### Wiring by layer, run 1

Drawn at 2 px/um.
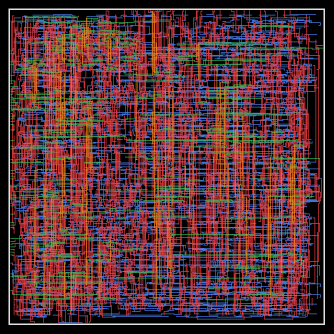
### Routing congestion map, run 1

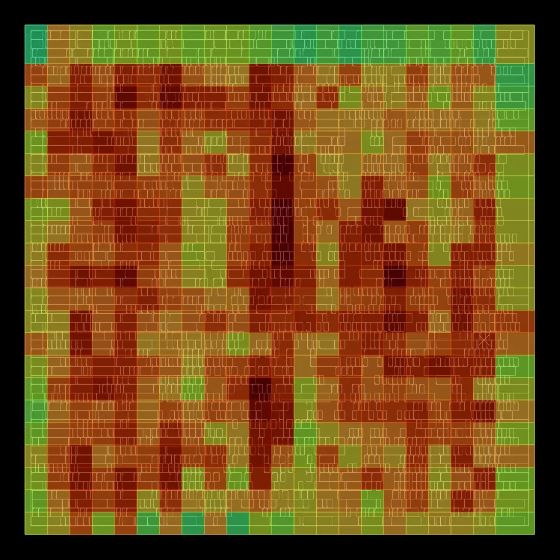
### M4 wires, run 1

Drawn at 2 px/um. Cells faint in the background.
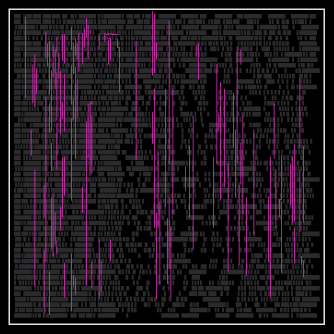
==> src/rtl/float_mul.sv <==
// float_mul: multi-cycle IEEE-754 single-precision multiplier.
// Operands are unpacked on start. Special operands are resolved in one cycle.
// Otherwise a 24-iteration shift-add loop forms the 48-bit significand
// product, which is then normalized (truncation), packed and flagged.
// Denormal operands are flushed to zero.
//
// Ports:
//   clk   - system clock, rising edge
//   rst   - asynchronous active-high reset
//   ix    - multiplicand (IEEE-754 single), sampled when start is accepted
//   iy    - multiplier   (IEEE-754 single), sampled when start is accepted
//   start - request, accepted only while idle
//   oz    - result, held until the next result is written
//   flag  - 00 normal, 01 overflow, 10 underflow, 11 invalid
//   busy  - high whenever the unit is not idle
//   done  - one-cycle pulse while the result is presented
module float_mul (
  input  logic        clk,
  input  logic        rst,
  input  logic [31:0] ix,
  input  logic [31:0] iy,
  input  logic        start,
  output logic [31:0] oz,
  output logic [1:0]  flag,
  output logic        busy,
  output logic        done
);

  typedef enum logic [2:0] {IDLE, CHECK, MUL, NORM, DONE} state_t;

  state_t             state;
  logic               s;
  logic [7:0]         ex, ey;
  logic [22:0]        fx, fy;
  logic [23:0]        mx, my;
  logic [47:0]        acc;
  logic [4:0]         cnt;
  logic signed [9:0]  e;

  // Operand classification (exponent 0 counts as zero, denormals flushed)
  logic x_nan, y_nan, x_inf, y_inf, x_zero, y_zero;
  assign x_nan  = (ex == 8'hFF) && (fx != '0);
  assign y_nan  = (ey == 8'hFF) && (fy != '0);
  assign x_inf  = (ex == 8'hFF) && (fx == '0);
  assign y_inf  = (ey == 8'hFF) && (fy == '0);
  assign x_zero = (ex == 8'h00);
  assign y_zero = (ey == 8'h00);

  // Normalization of the finished product
  logic signed [9:0] e_n;
  logic [22:0]       mant;
  always_comb begin
    e_n  = e;
    mant = acc[45:23];
    if (acc[47]) begin
      e_n  = e + 10'sd1;
      mant = acc[46:24];
    end
  end

  always_ff @(posedge clk or posedge rst) begin
    if (rst) begin
      state <= IDLE;
      s     <= 1'b0;
      ex    <= '0;
      ey    <= '0;
      fx    <= '0;
      fy    <= '0;
      mx    <= '0;
      my    <= '0;
      acc   <= '0;
      cnt   <= '0;
      e     <= '0;
      oz    <= '0;
      flag  <= 2'b00;
      busy  <= 1'b0;
      done  <= 1'b0;
    end else begin
      case (state)
        IDLE: begin
          if (start) begin
            s     <= ix[31] ^ iy[31];
            ex    <= ix[30:23];
            ey    <= iy[30:23];
            fx    <= ix[22:0];
            fy    <= iy[22:0];
            busy  <= 1'b1;
            state <= CHECK;
          end
        end

        CHECK: begin
          if (x_nan || y_nan || (x_inf && y_zero) || (y_inf && x_zero)) begin
            oz    <= 32'h7FC0_0000;
            flag  <= 2'b11;
            done  <= 1'b1;
            state <= DONE;
          end else if (x_inf || y_inf) begin
            oz    <= {s, 8'hFF, 23'd0};
            flag  <= 2'b01;
            done  <= 1'b1;
            state <= DONE;
          end else if (x_zero || y_zero) begin
            oz    <= {s, 8'h00, 23'd0};
            flag  <= 2'b00;
            done  <= 1'b1;
            state <= DONE;
          end else begin
            mx    <= {1'b1, fx};
            my    <= {1'b1, fy};
            acc   <= '0;
            cnt   <= '0;
            e     <= $signed({2'b00, ex}) + $signed({2'b00, ey}) - 10'sd127;
            state <= MUL;
          end
        end

        MUL: begin
          // The multiplicand is shifted by the iteration count rather than
          // kept in a shifting register.
          if (my[0])
            acc <= acc + ({24'd0, mx} << cnt);
          my  <= my >> 1;
          cnt <= cnt + 5'd1;
          if (cnt == 5'd23)
            state <= NORM;
        end

        NORM: begin
          if (e_n >= 10'sd255) begin
            oz   <= {s, 8'hFF, 23'd0};
            flag <= 2'b01;
          end else if (e_n <= 10'sd0) begin
            oz   <= {s, 8'h00, 23'd0};
            flag <= 2'b10;
          end else begin
            oz   <= {s, e_n[7:0], mant};
            flag <= 2'b00;
          end
          done  <= 1'b1;
          state <= DONE;
        end

        DONE: begin
          done  <= 1'b0;
          busy  <= 1'b0;
          state <= IDLE;
        end

        default: state <= IDLE;
      endcase
    end
  end

endmodule

==> config.mk <==
export PLATFORM = sky130hd
export DESIGN_NAME = float_mul
export DESIGN_NICKNAME = d
export VERILOG_FILES = /design/src/rtl/float_mul.sv
export SDC_FILE = /design/constraint.sdc
export NUM_CORES = 1
export LEC_CHECK = 0
export ABC_AREA = 1
export CORE_MARGIN = 1.5
export CORE_UTILIZATION = 65
export DETAILED_ROUTE_END_ITERATION = 8
export HOLD_SLACK_MARGIN = 0.15
export PLACE_DENSITY_LB_ADDON = 0.12
export SLEW_MARGIN = 30
export SYNTH_ARGS = -nofsm -noshare
export SYNTH_HDL_FRONTEND = slang
export SYNTH_SLANG_ARGS = --single-unit
==> constraint.sdc <==
create_clock -name clk -period 12.4 [get_ports clk]
set_input_delay 1.24 -clock clk [delete_from_list [all_inputs] [get_ports clk]]
set_output_delay 1.24 -clock clk [all_outputs]
set_load 0.02 [all_outputs]
==> deck_impl_summary.md, run 1 <==
Flow Results at a Glance

Floorplanning
  – Die height: 157 um

Outcome
  – Status: finished with violations
  – Failing checks: DRC

Logic synthesis
  – Ys flop type: dfrtp_1
  – FFs w/ async S/R, synth: 1.00
  – Main logic family: simple AND/OR/NAND/NOR gates
  – Ys flops: 213

Worst setup path
  – Startpoint Class: register
  – Crit Path Max Fanout: 32
  – Worst R2R Start: cnt[0]$_DFFE_PP0P_
  – Critical Path AT: 5.40 ns
  – Required time at the worst-slack endpoint: 12.83 ns

Finish
  – Fraction of area in clock buffers and inverters: 0.0468
  – Non-clk invs: 335

Route
  – Drt drc: 1
  – Vias per Instance: 5.95
  – Initial DRT Pass Iterations: 8
  – DR iter-0 viols: 2188
  – M1 WL: 19.9 mm

Power and ir drop
  – Max VDD drop: 0.213 mV
  – Reg power frac: 0.285

Flow run
  – Max_cap viols: 0

Final timing
  – Fmax: 0.201 GHz
  – Clock Skew: 0.0183 ns
## Picture notes: 'Wiring by layer'
| layer | colour | wire length |
|---|---|---|
| metal 3 | green | 4810 um |
| metal 1 | blue | 19900 um |
| metal 2 | red | 25.0 mm |
| metal 4 | orange | 3190 um |
Routed Wire Length: 52.9 mm
drt wl/cell: 19.1 um
GR Util All Layers: 0.428

## Picture notes: 'Routing congestion map'
final core occ: 0.742
GRT busiest layer: met2
M2 GR Usage: 0.744
met3 Track Usage GR: 0.0631

## Picture notes: 'M4 wires'
longest straight run: 82.3 um
wire length on this layer: 3190 um
share of all routed wire: 6.0%
via count: 16500

==> run 1: stage by stage <==
stage,setup WS (ns),hold WS (ns),instances,instance area (um^2),power (mW)
5_1_grt,7.10,0.504,2768,17300,4.43
4_1_cts,7.63,0.482,2768,17300,4.09
3_3_place_gp,7.83,0.450,2729,16500,3.13
6_report,7.43,0.481,2768,17300,4.18
2_1_floorplan,5.34,0.437,2383,15400,2.64
3_5_place_dp,7.67,0.454,2729,16500,3.24
==> run 1: placed cells by master, fill, tap and decap left out, types with 3 or more instances in the layout <==
cell and n:
nand2_1 942, inv_1 326, dfrtp_1 213, nor2_1 176, o21ai_0 152, nand3_1 112
clkdlybuf4s50_1 102, nand4_1 66, ha_1 64, a21oi_1 61, o21ai_1 34, mux2i_1 26
xnor2_1 23, clkbuf_16 23, nor3_1 21, xor2_1 13, buf_4 10, nand3b_1 9
o22ai_1 7, nand2_2 5, inv_2 5, nand3_2 4, o21a_1 4, a31oi_1 4
clkbuf_8 4, bufinv_16 4, nor2_4 3, and2_1 3, clkinv_2 3
==> run 1: how the worst min path moves through the flow <==
stage	startpoint	slack (ns)	cells past startpoint	endpoint
floorplan	my[23]$_DFFE_PP0P_	0.44	2	my[23]$_DFFE_PP0P_
CTS	oz[15]$_DFFE_PP0P_	0.48	2	oz[15]$_DFFE_PP0P_
global placement	my[23]$_DFFE_PP0P_	0.45	2	my[23]$_DFFE_PP0P_
global route	oz[12]$_DFFE_PP0P_	0.50	2	oz[12]$_DFFE_PP0P_
finish	oz[12]$_DFFE_PP0P_	0.48	2	oz[12]$_DFFE_PP0P_
detailed placement	my[23]$_DFFE_PP0P_	0.45	2	my[23]$_DFFE_PP0P_
==> inputs of run 2 (changes only) <==
--- a/config.mk
+++ b/config.mk
@@ -7,7 +7,7 @@
 export LEC_CHECK = 0
 export ABC_AREA = 1
 export CORE_MARGIN = 1.5
-export CORE_UTILIZATION = 65
+export CORE_UTILIZATION = 61
 export DETAILED_ROUTE_END_ITERATION = 8
 export HOLD_SLACK_MARGIN = 0.15
 export PLACE_DENSITY_LB_ADDON = 0.12
==> constraint.sdc (replaced) <==
create_clock -name clk -period 4.6 [get_ports clk]
set_input_delay 0.46 -clock clk [delete_from_list [all_inputs] [get_ports clk]]
set_output_delay 0.46 -clock clk [all_outputs]
set_load 0.02 [all_outputs]
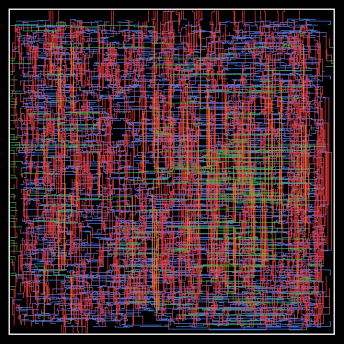
*Wiring by layer, run 2*
Drawn at 2 px/um.
| layer | colour | wire length |
|---|---|---|
| metal 2 | red | 22.3 mm |
| metal 4 | orange | 2150 um |
| metal 3 | green | 3310 um |
| metal 1 | blue | 19100 um |
drt wl/cell: 16.8 um
via count: 15500
GR Util All Layers: 0.365

==> deck_impl_summary.md, run 2 <==
Flow Results at a Glance

Outcome
  – Status: complete, no violations

Logic synthesis
  – Post-Syn Nets: 2516
  – FFs w/ async S/R, synth: 1.00
  – Ys flops: 213
  – Top cells by area: dfrtp_1 35%, nand2_1 23%, inv_1 8.0%
  – Ys flop type: dfrtp_1
  – Cell type with the largest total area: dfrtp_1
  – Mapped cell area: 15400 um^2
  – Syn avg cell area: 6.45 um^2
  – Cells after Synth: 2383

Finish
  – Final core occ: 0.710
  – Largest register FFs: 48
  – Dominant logic cell types in the final layout: 942 x nand2_1, 326 x inv_1, 213 x dfrtp_1, 176 x nor2_1, 152 x o21ai_0
  – Commonest Layout Cell: nand2_1
  – Final instance area: 17400 um^2
  – Non-Filler Instances: 2783

Worst setup path
  – Most frequent CP cell: nand2_1
  – Worst R2R Start: cnt[1]$_DFFE_PP0P_
  – CP startpoint: cnt[1]$_DFFE_PP0P_
  – Critical Path AT: 4.72 ns
  – Crit Path Max Fanout: 29
  – Startpoint Class: register
  – Required time at the worst-slack endpoint: 5.03 ns

Final timing
  – RSZ-0062 raised after global routing: false
  – Hold Worst Slack: 0.366 ns
  – Setup violators final: 0
  – Rel. slew slack: 0.358
  – Clock Skew: 0.0168 ns
  – Final Hold Fails: 0
  – Fmax: 0.233 GHz
  – Fin worst setup slack: 0.307 ns

Route
  – Routed Wire Length: 46.9 mm
  – Vias per Instance: 5.58
  – DR iter-0 viols: 1488
  – Initial DRT Pass Iterations: 6
  – Drt drc: 0

Flow run
  – Max_cap viols: 0

Place
  – DP Worst Slack: 0.429 ns
  – Placed Cells: 2737
  – Port Buffers: 102
  – Placed inst area: 16500 um^2
  – HPWL Detailed: 35.1 mm

Floorplanning
  – Die height: 162 um
  – Core Area: 24500 um^2

Power and ir drop
  – Max VDD drop: 0.460 mV
  – Total power: 10.9 mW

Clock network
  – Hold Buf Count CTS: 0
[run 2: worst max-delay path by stage]
| stage | endpoint | slack [ns] | depth (start not counted) |
|---|---|---|---|
| 2_1_floorplan | acc[0]$_DFFE_PP0P_ | 1.37 | 1 |
| 3_3_place_gp | acc[40]$_DFFE_PP0P_ | 0.43 | 18 |
| 3_5_place_dp | acc[40]$_DFFE_PP0P_ | 0.43 | 18 |
| 4_1_cts | acc[40]$_DFFE_PP0P_ | 0.40 | 18 |
| 5_1_grt | acc[33]$_DFFE_PP0P_ | 0.07 | 18 |
| 6_report | acc[33]$_DFFE_PP0P_ | 0.31 | 18 |
[run 2: routing by layer]
layer / wire length [um] / global-route usage
met2: 22300 / 0.628
met3: 3310 / 0.0595
met5: 0 / 0
met4: 2150 / 0.156
met1: 19100 / 0.455
[run 2: cells by family (layout without fill, tap and decap cells)]
| kind of cell | Yosys count | count (layout) | share of synthesized area |
|---|---|---|---|
| multiplexers | 26 | 26 | 0.0169 |
| AND-OR/OR-AND | 270 | 270 | 0.0910 |
| flip-flops | 213 | 213 | 0.347 |
| XOR/XNOR | 37 | 37 | 0.0216 |
| buffers and inverters | 421 | 497 | 0.108 |
| AND/OR/NAND/NOR | 1350 | 1350 | 0.361 |
| adder cells (fa/ha/maj) | 66 | 66 | 0.0547 |
[run 2: layout make-up]
cell class                 instances  share of cell area
clock buffer                      35              0.0421
clock inverter                    10             0.00711
inverter                         335              0.0726
tap                              324              0.0233
multi-input combinational       1749               0.482
sequential                       213               0.306
timing repair buffer             117              0.0670
[run 2: power breakdown]
part           internal (mW)  switching, mW  leakage, nW
Sequential              2.55          0.541         2.76
Combinational           1.88           3.85         5.98
Clock                   1.23          0.845        0.420
Total                   5.66           5.24         9.16
==> inputs of run 3 (changes only) <==
--- a/config.mk
+++ b/config.mk
@@ -7,7 +7,8 @@
 export LEC_CHECK = 0
 export ABC_AREA = 1
 export CORE_MARGIN = 1.5
-export CORE_UTILIZATION = 61
+export CORE_UTILIZATION = 65
+export CTS_CLUSTER_SIZE = 30
 export DETAILED_ROUTE_END_ITERATION = 8
 export HOLD_SLACK_MARGIN = 0.15
 export PLACE_DENSITY_LB_ADDON = 0.12
==> constraint.sdc (replaced) <==
create_clock -name clk -period 5.1 [get_ports clk]
set_input_delay 0.51 -clock clk [delete_from_list [all_inputs] [get_ports clk]]
set_output_delay 0.51 -clock clk [all_outputs]
set_load 0.02 [all_outputs]
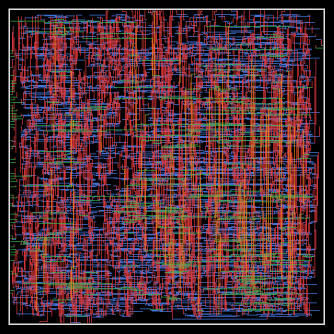
*Wiring by layer, run 3*
Drawn at 2 px/um.
| layer | colour | wire length |
|---|---|---|
| metal 1 | blue | 18600 um |
| metal 2 | red | 21.8 mm |
| metal 3 | green | 3370 um |
| metal 4 | orange | 2700 um |
drt wl/cell: 16.8 um
via count: 15800
Routed Wire Length: 46.5 mm
GR Util All Layers: 0.384

==> deck_impl_summary.md, run 3 <==
Flow Results at a Glance

Outcome
  – Status: complete, no violations

Logic synthesis
  – Cell type with the largest total area: dfrtp_1
  – Ys flop type: dfrtp_1
  – Cells after Synth: 2383
  – FFs w/ async S/R, synth: 1.00
  – Ys flops: 213
  – Post-Syn Nets: 2516
  – Top cells by area: dfrtp_1 35%, nand2_1 23%, inv_1 8.0%

Place
  – HPWL Detailed: 34.7 mm

Power and ir drop
  – Net Sw Frac: 0.485
  – Reg power frac: 0.285
  – Gate power share: 0.532
  – Max VDD drop: 0.533 mV
  – Comb. pwr: 5.21 mW
  – Clk power: 1.80 mW
  – Clk pwr share: 0.183

Finish
  – Largest register FFs: 48
  – Commonest Layout Cell: nand2_1
  – Final core occ: 0.744
  – Non-clock buffers, area share: 0.0672
  – Sequential cells: 213
  – Fraction of area in clock buffers and inverters: 0.0466
  – Final instance area: 17400 um^2
  – Combinational share of cell area: 0.483
  – Biggest Area Class: logic gates
  – Clkbuf count: 29
  – Seq area share: 0.307

Floorplanning
  – Core Area: 23300 um^2
  – Die height: 157 um
  – # Taps: 319

Clock network
  – Hold Buf Count CTS: 0

Worst setup path
  – Most frequent CP cell: nand2_1

Final timing
  – Final Hold Fails: 0
  – RSZ-0062 raised after global routing: false
  – Setup violators final: 0
  – Rel. slew slack: 0.466
  – Hold Worst Slack: 0.270 ns

Route
  – Initial DRT Pass Iterations: 7

Global route
  – Met3 Track Usage GR: 0.0568
  – M2 GR Usage: 0.643
run 3: cell counts after synthesis:
Identical to the previous run, type by type.
run 3: worst register-to-register path: stages, from the launching register on:
cell and delay, ns:
dfrtp_1 0.37, inv_1 0.56, o21ai_0 0.31, nand2_1 0.10
o21ai_0 0.23, o21ai_0 0.36, o21ai_0 0.18, ha_1 0.41
nand2_1 0.16, nor2_1 0.22, nand2_1 0.17, nor3_1 0.65
nand3_1 0.43, nand3_1 0.20, nand2_1 0.06, nand4_1 0.09
nand2_1 0.06
run 3: routing by layer:
layer / up-vias / part of all wire
li1: 7595 / -
met4: 0 / 0.058
met1: 7369 / 0.40
met2: 684 / 0.47
met5: - / 0
met3: 171 / 0.073
run 3: worst paths after layout:
kind	cells after the start	slack [ns]	endpoint	start
worst min register to register	2	0.47	oz[20]$_DFFE_PP0P_	oz[20]$_DFFE_PP0P_
worst max-delay path	16	0.40	acc[40]$_DFFE_PP0P_	cnt[1]$_DFFE_PP0P_
worst max register to register	16	0.40	acc[40]$_DFFE_PP0P_	cnt[1]$_DFFE_PP0P_
worst min-delay path	2	0.27	fx[2]$_DFFE_PP0P_	rst
min in group clk	2	0.47	oz[20]$_DFFE_PP0P_	oz[20]$_DFFE_PP0P_
max in group asynchronous	4	3.63	oz[18]$_DFFE_PP0P_	rst
run 3: kinds of logic (layout without fill, tap and decap cells):
kind of cell / count (synthesis) / after routing / share of synthesized area
muxes: 26 / 26 / 0.0169
xor gates and xnor gates: 37 / 37 / 0.0216
adders and majority gates: 66 / 66 / 0.0547
DFF: 213 / 213 / 0.347
and+or+nand+nor: 1350 / 1350 / 0.361
AOI/OAI and AO/OA: 270 / 270 / 0.0910
buffers and inverters: 421 / 494 / 0.108
Power is estimated from default activity; no workload was simulated.
